==> config.mk <==
export PLATFORM = sky130hd
export DESIGN_NAME = lcd_spi_frame_master
export DESIGN_NICKNAME = d
export VERILOG_FILES = /design/src/rtl/lcd_spi_frame_master.sv
export SDC_FILE = /design/constraint.sdc
export NUM_CORES = 1
export LEC_CHECK = 0
export CAP_MARGIN = 30
export CORE_MARGIN = 4
export CORE_UTILIZATION = 51
export CTS_BUF_LIST = sky130_fd_sc_hd__clkbuf_8
export DETAILED_ROUTE_END_ITERATION = 12
export GPL_TIMING_DRIVEN = 0
export PLACE_DENSITY = 0.75
export SLEW_MARGIN = 40
export SYNTH_ARGS = -nofsm -noshare
export SYNTH_HDL_FRONTEND = slang
export SYNTH_SLANG_ARGS = --single-unit
==> constraint.sdc <==
create_clock -name clk -period 3 [get_ports clk]
set_input_delay 0.6 -clock clk [delete_from_list [all_inputs] [get_ports clk]]
set_output_delay 0.6 -clock clk [all_outputs]
set_load 0.03 [all_outputs]
==> src/rtl/lcd_spi_frame_master.sv <==
// rtl/lcd_spi_frame_master.sv - SPI frame master for the LCD panel with D/C, CS hold and runtime divider
module lcd_spi_frame_master #(
    parameter int DATA_W = 16,
    parameter int DIV_W  = 8,
    parameter bit CPOL   = 1'b0,
    parameter bit CPHA   = 1'b0
) (
    input  logic              clk,
    input  logic              rst_n,
    input  logic              start,
    input  logic [DATA_W-1:0] data_in,
    input  logic              len8,
    input  logic              dc_in,
    input  logic              keep_cs,
    input  logic [DIV_W-1:0]  clk_div,
    input  logic              miso,
    output logic              sck,
    output logic              mosi,
    output logic              cs_n,
    output logic              dc,
    output logic              busy,
    output logic              done,
    output logic [DATA_W-1:0] data_out
);

    localparam int EW = $clog2(2 * DATA_W);

    typedef enum logic [1:0] {IDLE, SETUP, XFER, TAIL} state_t;

    state_t            state_q, state_d;
    logic [DIV_W:0]    cnt_q, cnt_d;
    logic [EW-1:0]     edge_q, edge_d;
    logic [DIV_W-1:0]  div_q, div_d;
    logic              len8_q, len8_d;
    logic              keep_q, keep_d;
    logic [DATA_W-1:0] tx_q, tx_d;
    logic [DATA_W-1:0] rx_q, rx_d;
    logic              sck_q, sck_d;
    logic              mosi_q, mosi_d;
    logic              cs_n_q, cs_n_d;
    logic              dc_q, dc_d;
    logic              busy_q, busy_d;
    logic              done_q, done_d;
    logic [DATA_W-1:0] data_out_q, data_out_d;

    logic              tick;
    logic              leading;
    logic              last_hit;
    logic [EW-1:0]     last_edge;

    // One SCK half-period elapsed; edge parity picks leading/trailing; last edge depends on frame length
    assign tick      = (cnt_q == {1'b0, div_q});
    assign leading   = ~edge_q[0];
    assign last_edge = len8_q ? EW'(15) : EW'(2 * DATA_W - 1);
    assign last_hit  = (edge_q == last_edge);

    // Next-state logic: accept, setup delay, 2N SCK edges, then tail before done
    always_comb begin
        state_d    = state_q;
        cnt_d      = cnt_q;
        edge_d     = edge_q;
        div_d      = div_q;
        len8_d     = len8_q;
        keep_d     = keep_q;
        tx_d       = tx_q;
        rx_d       = rx_q;
        sck_d      = sck_q;
        mosi_d     = mosi_q;
        cs_n_d     = cs_n_q;
        dc_d       = dc_q;
        busy_d     = busy_q;
        done_d     = 1'b0;
        data_out_d = data_out_q;
        case (state_q)
            IDLE: begin
                if (start) begin
                    // 8-bit frames are left-aligned so the shifter always transmits from the top bit
                    tx_d    = len8 ? (data_in << (DATA_W - 8)) : data_in;
                    if (!CPHA) begin
                        mosi_d = tx_d[DATA_W-1];
                    end
                    rx_d    = '0;
                    cnt_d   = '0;
                    edge_d  = '0;
                    div_d   = clk_div;
                    len8_d  = len8;
                    keep_d  = keep_cs;
                    dc_d    = dc_in;
                    cs_n_d  = 1'b0;
                    busy_d  = 1'b1;
                    state_d = SETUP;
                end
            end
            SETUP, XFER: begin
                if (tick) begin
                    cnt_d   = '0;
                    edge_d  = edge_q + 1'b1;
                    state_d = last_hit ? TAIL : XFER;
                    sck_d   = leading ? ~CPOL : CPOL;
                    if (leading ^ CPHA) begin
                        rx_d = {rx_q[DATA_W-2:0], miso};
                    end else if (CPHA) begin
                        mosi_d = tx_q[DATA_W-1];
                        tx_d   = tx_q << 1;
                    end else if (!last_hit) begin
                        mosi_d = tx_q[DATA_W-2];
                        tx_d   = tx_q << 1;
                    end
                end else begin
                    cnt_d = cnt_q + 1'b1;
                end
            end
            TAIL: begin
                cnt_d = cnt_q + 1'b1;
                // Tail spans 2D-1 cycles after the last edge so done lands (2N+2)*D after accept
                if (cnt_q == {div_q, 1'b0}) begin
                    state_d    = IDLE;
                    done_d     = 1'b1;
                    busy_d     = 1'b0;
                    data_out_d = rx_q;
                    cs_n_d     = ~keep_q;
                end
            end
            default: state_d = IDLE;
        endcase
    end

    // State and registered outputs; reset aborts any frame immediately
    always_ff @(posedge clk or negedge rst_n) begin
        if (!rst_n) begin
            state_q    <= IDLE;
            cnt_q      <= '0;
            edge_q     <= '0;
            div_q      <= '0;
            len8_q     <= 1'b0;
            keep_q     <= 1'b0;
            tx_q       <= '0;
            rx_q       <= '0;
            sck_q      <= CPOL;
            mosi_q     <= 1'b0;
            cs_n_q     <= 1'b1;
            dc_q       <= 1'b0;
            busy_q     <= 1'b0;
            done_q     <= 1'b0;
            data_out_q <= '0;
        end else begin
            state_q    <= state_d;
            cnt_q      <= cnt_d;
            edge_q     <= edge_d;
            div_q      <= div_d;
            len8_q     <= len8_d;
            keep_q     <= keep_d;
            tx_q       <= tx_d;
            rx_q       <= rx_d;
            sck_q      <= sck_d;
            mosi_q     <= mosi_d;
            cs_n_q     <= cs_n_d;
            dc_q       <= dc_d;
            busy_q     <= busy_d;
            done_q     <= done_d;
            data_out_q <= data_out_d;
        end
    end

    assign sck      = sck_q;
    assign mosi     = mosi_q;
    assign cs_n     = cs_n_q;
    assign dc       = dc_q;
    assign busy     = busy_q;
    assign done     = done_q;
    assign data_out = data_out_q;

endmodule

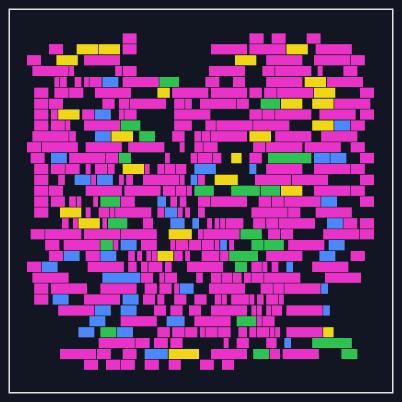
Figure 1: run 1, cells by drive strength.
Drawn at 4 px/µm.
Key: yellow = x3 and x4 [cells 24, share 6.3%, most used mux2_4]; blue = x2 [cells 40, share 10%, most used mux2_2]; green = x6 and larger [cells 22, share 5.7%, most used clkbuf_8]; magenta = x1 and smaller [cells 298, share 78%, most used dfrtp_1]
area grow syn2layout: 22.6%
setup slack after layout: 0.764 ns
non-clock buffer total of the final layout: 74

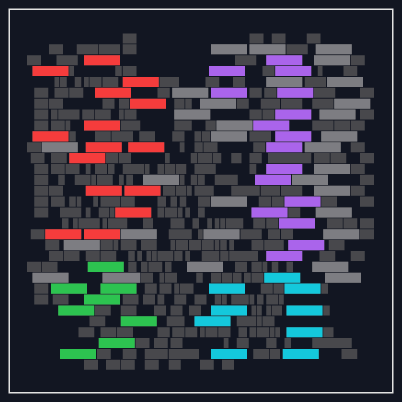
Figure 2: run 1, where the registers sit.
Drawn at 4 px/µm.
Key: red = tx_q [sequential cells 15]; purple = rx_q [sequential cells 16]; green = div_q [sequential cells 8, where bottom left]; cyan = cnt_q [sequential cells 9]

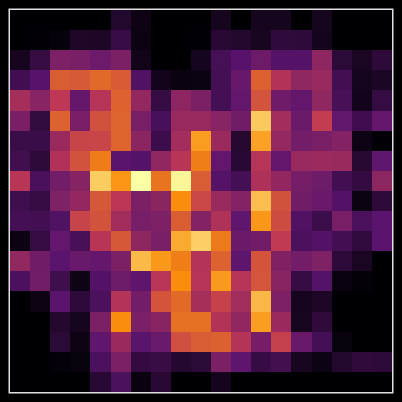
Figure 3: run 1, wire density map.
Drawn at 4 px/µm. 19 x 19 tiles, from black (low) to pale yellow (high), scaled to the fullest tile. Values are wire area over tile area, all layers added.
The densest ninth of the die: middle. 17% of the tiles are nearly empty. 17% of the tiles are over half the peak. The emptiest ninth of the die: bottom right. The mean over all tiles is 0.13.

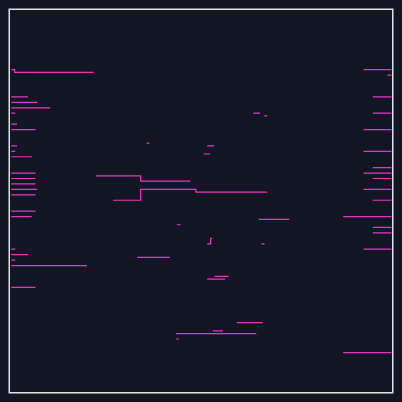
Figure 4: run 1, the metal 3 layer.
Drawn at 4 px/µm.
The wires run mostly horizontal. 49 nets have wire on it. The layer holds 4.6% of the routed length. The longest straight run is 19.8 µm.

==> results.cfg, run 1 <==
; synthesis and place-and-route metrics
[logic_synthesis]
postSynthAreaPerCell_um2 = 12.4
syn-instance-count = 315
netlist_area_mm2 = 0.00390
top_area_cell = dfrtp_1
yosys_most_used_dff = dfrtp_1
ys_seq_frac = 0.507
area_leaders = dfrtp_1 50%, mux2_2 6.9%, mux2_4 6.5%
ys_chip_area_mm2 = 0.00390
fp_nets = 350
synth_warnings = 0
top_cell_area_share = 0.500

[worst_setup_path]
ff2ff_path_depth = 9
critical_path.startpoint = state_q[0]
r2r-end = tx_q[13]
required_ns = 3.23
path_class = flip-flop to flip-flop
worst_path_largest_cell_delay_ns = 0.39
path_depth = 9
rrSetupSlack_ns = 0.76
cp_cell_sequence = inv_1 > ha_1 > buf_2 > inv_1 > o21a_1 > a21oi_1 > nand2_2 > buf_6 > mux2_4
worstPathArrival_ns = 2.47
crit_slowest_cell = dfrtp_1
crit_path_frequent_cell = inv_1

[detailed_routing]
drc_errors = 0
route.final.wire_length_um = 7460
drtPass1Iterations = 4

[flow_run]
warning_count = 27
drv_cap = 0

[final_timing]
worstMarginPinSlew_ns = 0.666
max_slew_margin = 0.556
final-hold-violation-count = 0
finClkSkew_ns = 0.00953
report.final.slew_viol_count = 0
timing.final.crit_share = 0.745
fin_crit_ns = 2.24

[grt]
globalRoute.totalOverflow = 0
grt_pass1_wl_um = 12900
grt_pass1_vias = 2735
grt_max_degree = 58

[placement]
place_area_mm2 = 0.00458
io_buffers = 52
post-place-ws_ns = 0.451
dp_hpwl_um = 5430

[power_and_ir_drop]
total_power_mw = 3.61
p_per_area_mw_per_mm2 = 755

[clock_tree]
cts_setup_buffers = 0
clockBufferDepth = 2
cts_tree = built
clk_latency_ns = 0.35
holdBufCountCts = 0
clkTransAtPathRegs_ns = 0.09
cts_root_buffer = clkbuf_8
cts_buffers = 9

[cells_and_area]
design_area_mm2 = 0.00479
n_antenna_cell = 0
drive_above_1_share = 0.224

[floorplanning]
fp_util = 0.533
die_y_um = 95.5
row_count = 31
die_area_mm2 = 0.00912

[worst_hold_path]
min_path_type = input port to asynchronous set/reset pin

[run_status]
outcome = finished, final reports clean
==> run 1: where the power goes <==
part	leakage, nW	switching, mW	internal [mW]
Sequential	1.03	0.176	1.28
Clock	0.107	0.421	0.403
Combinational	1.06	0.721	0.614
Total	2.19	1.32	2.30
==> run 1: layout by cell type, fill, tap and decap left out, drive strengths merged, types with 2 or more instances in the layout <==
cell type	netlist	final
dfrtp	78	78
clkbuf	7	16
clkdlybuf4s50	0	51
nor4b	2	2
o31ai	7	7
xnor2	5	5
a21oi	6	6
nor2	11	11
and3	2	2
a221o	2	2
a22o	22	22
ha	4	4
buf	14	16
xor2	19	19
mux2	41	41
nand2	26	26
inv	6	11
nor3	3	3
nor2b	3	3
mux2i	10	10
nand2b	2	2
o21ai	15	15
o32ai	2	2
nand3	9	9
a21o	3	3
nor4	3	3
==> run 1: synthesized netlist by cell type, drive strengths merged, types with 4 or more instances <==
cell	count
clkbuf	7
nand2	26
xor2	19
ha	4
mux2i	10
o31ai	7
buf	14
inv	6
a22o	22
nor2	11
mux2	41
dfrtp	78
nand3	9
xnor2	5
a21oi	6
o21ai	15
==> run 1: layout make-up <==
type                    count  area, µm²
multi-input cells         209       1770
clock buffers               9        124
clock inverters             7       85.1
repair buffers             53        549
fillers                   558       2540
plain buffers              21        139
well taps                  99        124
inverters                   6       22.5
flip-flops and latches     79       1980
==> run 1: sequential cells by signal, indices dropped and copies added (netlist names) <==
register	flops
tx_q	15
busy	1
sck	1
mosi	1
rx_q	16
state_q	2
keep_q	1
cs_n	1
dc	1
div_q	8
len8_q	1
done	1
edge_q	5
cnt_q	9
data_out	16
==> run 1: routing by layer <==
metal | GRT usage | up-vias | wire (µm)
li1 | - | 1261 | -
met1 | 0.248 | 1296 | 3540
met2 | 0.286 | 68 | 3450
met4 | 0.0746 | 0 | 119
met5 | 0 | - | 0
met3 | 0.0363 | 10 | 343
==> run 1: kinds of logic after synthesis <==
family | after synthesis | synth area share
AND-OR/OR-AND | 65 | 0.126
flip-flops | 79 | 0.507
multiplexers | 51 | 0.160
adder cells (fa/ha/maj) | 4 | 0.0128
buffers and inverters | 27 | 0.0413
AND/OR/NAND/NOR | 65 | 0.0974
XOR/XNOR | 24 | 0.0558
==> run 1: through the flow <==
stage           util  setup TNS [ns]  instances  hold slack (ns)
3_3_place_gp   0.621         -113.41        466            0.476
5_1_grt        0.653               0        483           0.0884
6_report       0.653               0        483           0.0904
4_1_cts        0.653               0        483           0.0839
2_1_floorplan      -               0        315            0.304
3_5_place_dp   0.625               0        467            0.469
==> run 1: worst max path at each step <==
stage,end,slack [ns]
final,tx_q[13],0.76
after global routing,rx_q[5],0.61
after CTS,tx_q[13],0.75
after detailed placement,tx_q[8],0.45
after global placement,tx_q[10],-1.45
after floorplan,tx_q[10],1.06
Figure 5. Clock nets (run 1).
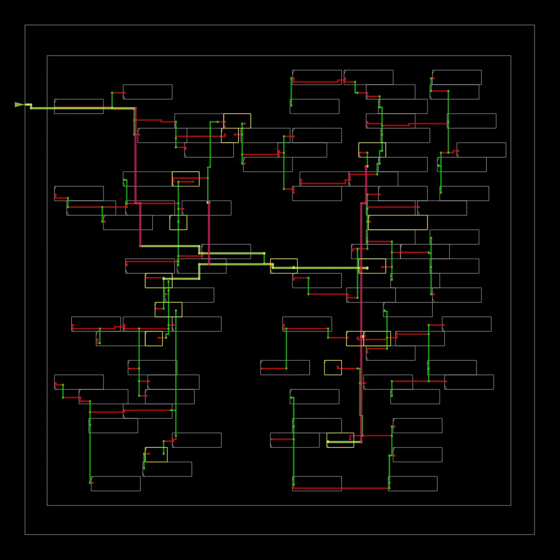

==> inputs of run 2 (changes only) <==
- clock period: 3 -> 2.3 ns (I/O delays scaled with it)
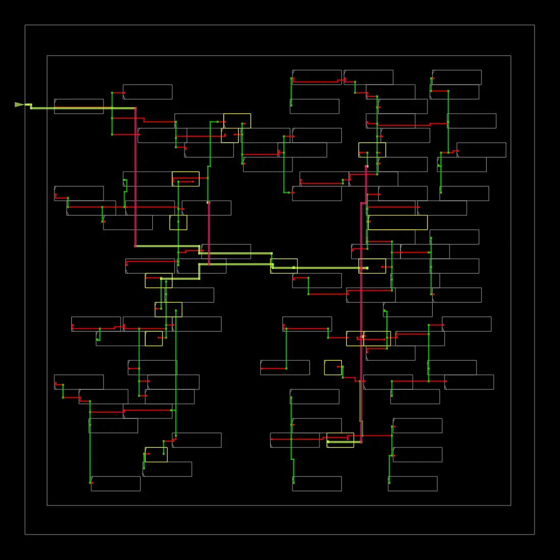
Figure 6: run 2, clock nets.
Layout Skew: 0.0115 ns
clock sink total: 79
Flops: 79

==> results.cfg, run 2 <==
; synthesis and place-and-route metrics
[run_status]
outcome = finished, final reports clean

[placement]
place_area_mm2 = 0.00458
io_buffers = 52
place_congestion = 0.814
post-place-ws_ns = -0.109
dp_hpwl_um = 5430
dp.cells = 467

[clock_tree]
cts_root_buffer = clkbuf_8
htreeDepth = 3
cts_tree = built
clk_latency_ns = 0.35
clkTransAtPathRegs_ns = 0.09
clockBufferDepth = 2
cts_buffers = 9

[logic_synthesis]
top_area_cell = dfrtp_1
postSynthAreaPerCell_um2 = 12.4
edf_count = 0
syn-instance-count = 315
top_cell_area_share = 0.500
netlist_area_mm2 = 0.00390
ys_seq_frac = 0.507
yosys_most_used_dff = dfrtp_1
synth_warnings = 0
area_leaders = dfrtp_1 50%, mux2_2 6.9%, mux2_4 6.5%
top_cells_by_count = 78 x dfrtp_1, 24 x mux2_2, 24 x nand2_1
synth_dominant_cell_count = dfrtp_1
fp_nets = 350
ys_chip_area_mm2 = 0.00390
ys_ff = 79
async_flop_share = 1.00

[floorplanning]
row_count = 31
core_area_mm2 = 0.00733
fp_util = 0.533
die_y_um = 95.5
die_area_mm2 = 0.00912
io_pins = 53

[cells_and_area]
synthToLayoutAreaGrowth_pct = 23.8
lay_top_count = dfrtp_1
nets = 419
design_area_mm2 = 0.00483
fin_cells = 488
n_antenna_cell = 0
drive_above_1_share = 0.237
final_cell_mix = 78 x dfrtp_1, 51 x clkdlybuf4s50_1, 24 x mux2_2

[detailed_routing]
drtPass1Iterations = 4
initialDrtViolationCount = 153
route.final.wire_length_um = 7610
ant_nets = 0
wl_per_cell_um = 15.6
drc_errors = 0
vias_per_cell = 5.45

[final_timing]
max_freq_ghz = 0.458
timing.final.crit_share = 0.949
fin_crit_ns = 2.18
rsz0062_at_grt = no
worstMarginPinSlew_ns = 0.668
report.final.slew_viol_count = 0
setup-tns-final_ns = 0
max_slew_margin = 0.554
final-hold-violation-count = 0
hold_ws_ns = 0.501
setup_ws_ns = 0.118
setup_viol = 0

[grt]
grt_util_all_layers = 0.183
globalRoute.totalOverflow = 0
grt_max_degree = 58
grt_pass1_wl_um = 12900
grt_pass1_vias = 2735

[flow_run]
warning_count = 27
drv_cap = 0

[worst_hold_path]
hold_start = tx_q[0]
min_to = tx_q[0]
min_path_type = flip-flop to flip-flop
min_path_cells = 1

[worst_setup_path]
ff2ff_path_depth = 9
required_ns = 2.54
r2r-end = rx_q[5]
crit_buf_inv = 4
cp_cell_sequence = inv_1 > ha_1 > buf_2 > inv_1 > o21a_2 > a21oi_1 > nand2_2 > buf_4 > a22o_1
cp-start-kind = flip-flop
worstReg2RegStart = state_q[0]
path_class = flip-flop to flip-flop
worst_path_largest_cell_delay_ns = 0.39
crit_slowest_cell = dfrtp_1
crit_path_frequent_cell = inv_1
cp_max_fo = 10
crit_family = AND-OR/OR-AND gates
rrSetupSlack_ns = 0.12
critPathCaptureType = flip-flop
worstPathArrival_ns = 2.42

[power_and_ir_drop]
power_frac_seq = 0.397
p_per_area_mw_per_mm2 = 992
irDropWorstVdd_v = 0.000651
swShare = 0.365
p_comb_frac = 0.379
intPower_mw = 3.05
cellLeakagePower_nw = 2.22
p_clk_frac = 0.224
switchingPower_mw = 1.75
==> run 2: worst max-delay path by stage <==
stage	startpoint	end	slack, ns	cells past startpoint
6_report	state_q[0]	rx_q[5]	0.12	9
3_5_place_dp	start	tx_q[8]	-0.11	7
3_3_place_gp	rst_n	tx_q[10]	-2.01	1
5_1_grt	state_q[0]	tx_q[12]	0.02	9
4_1_cts	state_q[0]	tx_q[13]	0.05	9
2_1_floorplan	state_q[0]	tx_q[10]	0.36	9
==> run 2: metal layers <==
layer | global-route usage | vias up | wire [µm]
met2 | 0.286 | 65 | 3560
met1 | 0.248 | 1314 | 3580
met4 | 0.0746 | 0 | 130
li1 | - | 1271 | -
met3 | 0.0363 | 12 | 337
met5 | 0 | - | 0
==> run 2: power by group through the flow <==
stage                     clock, mW  combinational (mW)  sequential [mW]
after detailed placement          0                1.74             1.92
final                          1.07                1.82             1.90
after global placement            0                1.69             1.91
after floorplan                   0                1.26             1.92
after global routing           1.17                2.01             1.94
after CTS                      1.10                1.75             1.90
==> run 2: what timing repair did <==
item / CTS / global route
gates resized: 0 / 4
endpoints found under the hold margin: 21 / 0
setup endpoints to repair: 0 / 18
hold buffers: 1 / 0
setup buffers: 0 / 4
==> run 2: area by class of cell <==
type / instances / area, µm²
multi-input cells: 209 / 1770
fillers: 554 / 2500
clock inverters: 7 / 85.1
plain buffers: 21 / 141
inverters: 6 / 22.5
clock buffers: 9 / 124
repair buffers: 58 / 589
well taps: 99 / 124
flip-flops and latches: 79 / 1980
==> run 2: through the flow <==
| stage | power [mW] | utilization |
|---|---|---|
| 2_1_floorplan | 3.18 | - |
| 3_3_place_gp | 3.60 | 0.621 |
| 3_5_place_dp | 3.66 | 0.625 |
| 4_1_cts | 4.75 | 0.654 |
| 5_1_grt | 5.12 | 0.659 |
| 6_report | 4.79 | 0.659 |
==> run 2: worst reg2reg max path: cells and delay by family, from the launching register on <==
| family | cells | cell delay (ns) |
|---|---|---|
| compound gates | 3 | 0.70 |
| buf+inv | 4 | 0.55 |
| flops | 1 | 0.39 |
| fa+ha+maj | 1 | 0.27 |
| simple gates | 1 | 0.15 |
==> run 2: kinds of logic (layout without fill, tap and decap cells) <==
group | count (synthesis) | after routing | synth area share
AOI/OAI and AO/OA | 65 | 65 | 0.126
xor gates and xnor gates | 24 | 24 | 0.0558
adders and majority gates | 4 | 4 | 0.0128
buffers and inverters | 27 | 101 | 0.0413
DFF | 79 | 79 | 0.507
muxes | 51 | 51 | 0.160
and+or+nand+nor | 65 | 65 | 0.0974
Figure 7. The metal 3 layer (run 2).
Drawn at 4 px/µm.
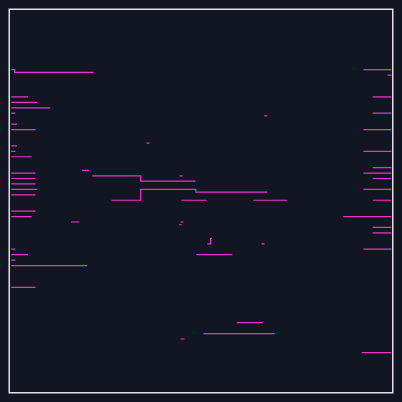

==> inputs of run 3 (changes only) <==
- CTS_BUF_LIST: sky130_fd_sc_hd__clkbuf_8 -> not set
- clock period: 2.3 -> 2.6 ns (I/O delays scaled with it)
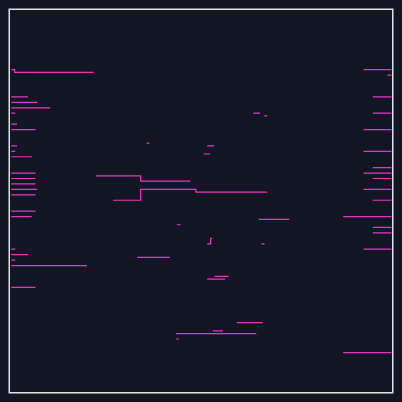
Figure 8: run 3, the metal 3 layer.
Drawn at 4 px/µm.
The layer carries 344 µm of wire. The layer holds 4.6% of the routed length.
met3 usage: 0.0363
WL final: 7460 µm
vias: 2,635

==> results.cfg, run 3 <==
; synthesis and place-and-route metrics
[run_status]
outcome = finished, final reports clean

[logic_synthesis]
top_cells_by_count = 78 x dfrtp_1, 24 x mux2_2, 24 x nand2_1
netlist_area_mm2 = 0.00390
yosys_most_used_dff = dfrtp_1
top_area_cell = dfrtp_1
ys_seq_frac = 0.507
ys_chip_area_mm2 = 0.00390
syn-instance-count = 315
ys_ff = 79
area_leaders = dfrtp_1 50%, mux2_2 6.9%, mux2_4 6.5%
synth_dominant_cell_count = dfrtp_1
fp_nets = 350
synth_warnings = 0
top_cell_area_share = 0.500
async_flop_share = 1.00
synth-cells-yosys = 315
postSynthAreaPerCell_um2 = 12.4
ys_types = 57
edf_count = 0

[clock_tree]
clkTransAtPathRegs_ns = 0.09
htreeDepth = 3
clk_latency_ns = 0.35
cts_buffers = 9
holdBufCountCts = 0
cts.sinks = 79
clockBufferDepth = 2
cts_tree = built
cts_root_buffer = clkbuf_8
cts_setup_buffers = 0
cts_resized = 0

[cells_and_area]
drive_above_1_share = 0.224
n_antenna_cell = 0
regArea_mm2 = 0.00198
final_cell_mix = 78 x dfrtp_1, 51 x clkdlybuf4s50_1, 24 x mux2_2, 24 x nand2_1, 22 x a22o_1
fillers = 558
nets = 414
synthToLayoutAreaGrowth_pct = 22.6
lay_top_count = dfrtp_1
logic_area_mm2 = 0.00177
fin_cells = 483
post-route-util = 0.653

[detailed_routing]
initialDrtViolationCount = 134
drtPass1Iterations = 4
drc_errors = 0
wl_per_cell_um = 15.4
ant_nets = 0
vias_per_cell = 5.46

[final_timing]
max_freq_ghz = 0.447
timing.final.crit_share = 0.860
fin_crit_ns = 2.24
final-hold-violation-count = 0
setup-tns-final_ns = 0
max_slew_margin = 0.556
setup_ws_ns = 0.364
finClkSkew_ns = 0.00953
worstMarginPinSlew_ns = 0.666
setup_viol = 0
report.final.slew_viol_count = 0
rsz0062_at_grt = no
hold_ws_ns = 0.0104

[floorplanning]
fp_util = 0.533
die_area_mm2 = 0.00912
die_y_um = 95.5
io_pins = 53
row_count = 31
die_x_um = 95.5
core_area_mm2 = 0.00733

[worst_setup_path]
cp-start-kind = flip-flop
crit_path_frequent_cell = inv_1
worstPathArrival_ns = 2.47
worst_path_largest_cell_delay_ns = 0.39
critPathCaptureType = flip-flop
required_ns = 2.83
cp_cell_sequence = inv_1 > ha_1 > buf_2 > inv_1 > o21a_1 > a21oi_1 > nand2_2 > buf_6 > mux2_4
cp_max_fo = 10
rrSetupSlack_ns = 0.36
path_class = flip-flop to flip-flop
crit_slowest_cell = dfrtp_1

[power_and_ir_drop]
p_comb_frac = 0.369
p_clk_frac = 0.228
switchingPower_mw = 1.52
swShare = 0.364
cellLeakagePower_nw = 2.19
irDropWorstVdd_v = 0.000574
intPower_mw = 2.65
power_frac_seq = 0.403
p_per_area_mw_per_mm2 = 871

[placement]
place_congestion = 0.814
io_buffers = 52
dp_hpwl_um = 5430
dp.cells = 467
post-place-ws_ns = 0.131

[grt]
grt_pass1_wl_um = 12900
antenna_found_initial = 0
globalRoute.totalOverflow = 0
grt_pass1_vias = 2735
grt_util_all_layers = 0.183
grt_max_degree = 58

[flow_run]
warning_count = 27
drv_cap = 0

[worst_hold_path]
min_path_type = input port to asynchronous set/reset pin
## run 3: cell counts after synthesis
Identical to the previous run, type by type.
## run 3: cell families after synthesis
logic type | synth area share
xor gates and xnor gates | 0.0558
adders and majority gates | 0.0128
buffers and inverters | 0.0413
muxes | 0.160
DFF | 0.507
and+or+nand+nor | 0.0974
AOI/OAI and AO/OA | 0.126
## run 3: area by class of cell
class,count,area share
sequential,79,0.413
multi-input combinational,209,0.369
timing repair buffer,53,0.115
buffer,21,0.0290
clock buffer,9,0.0259
tap,99,0.0259
clock inverter,7,0.0178
inverter,6,0.00470
## run 3: path summary, 6_finish.rpt
path,from,to,cells after the start
max,state_q[0],tx_q[13],9
min,rst_n,cnt_q[5],1
max reg2reg,state_q[0],tx_q[13],9
min reg2reg,tx_q[0],tx_q[0],1
max in group asynchronous,rst_n,tx_q[6],2
min in group clk,tx_q[0],tx_q[0],1
## run 3: per-layer routing
| metal | GRT usage | share of wire | vias to the layer above |
|---|---|---|---|
| met1 | 0.248 | 0.47 | 1296 |
| met5 | 0 | 0 | - |
| met2 | 0.286 | 0.46 | 68 |
| met3 | 0.0363 | 0.046 | 10 |
| li1 | - | - | 1261 |
| met4 | 0.0746 | 0.016 | 0 |
## run 3: worst max-delay path: cells and delay by family (launching register included)
family / cells / cell delay (ns)
compound gates: 2 / 0.43
buf+inv: 4 / 0.55
simple gates: 1 / 0.16
fa+ha+maj: 1 / 0.27
flops: 1 / 0.39
mux: 1 / 0.30
## run 3: power groups by stage
stage | clock (mW) | combinational (mW) | sequential, mW
global placement | 0 | 1.50 | 1.69
CTS | 0.974 | 1.55 | 1.68
detailed placement | 0 | 1.54 | 1.70
finish | 0.951 | 1.54 | 1.68
floorplan | 0 | 1.11 | 1.70
global route | 1.04 | 1.71 | 1.72
## run 3: metrics by stage
stage	instance area [µm²]	total power, mW
floorplan	3910	2.81
global placement	4550	3.19
detailed placement	4580	3.24
CTS	4790	4.20
global route	4790	4.46
finish	4790	4.17
Power and IR drop assume default switching activity.
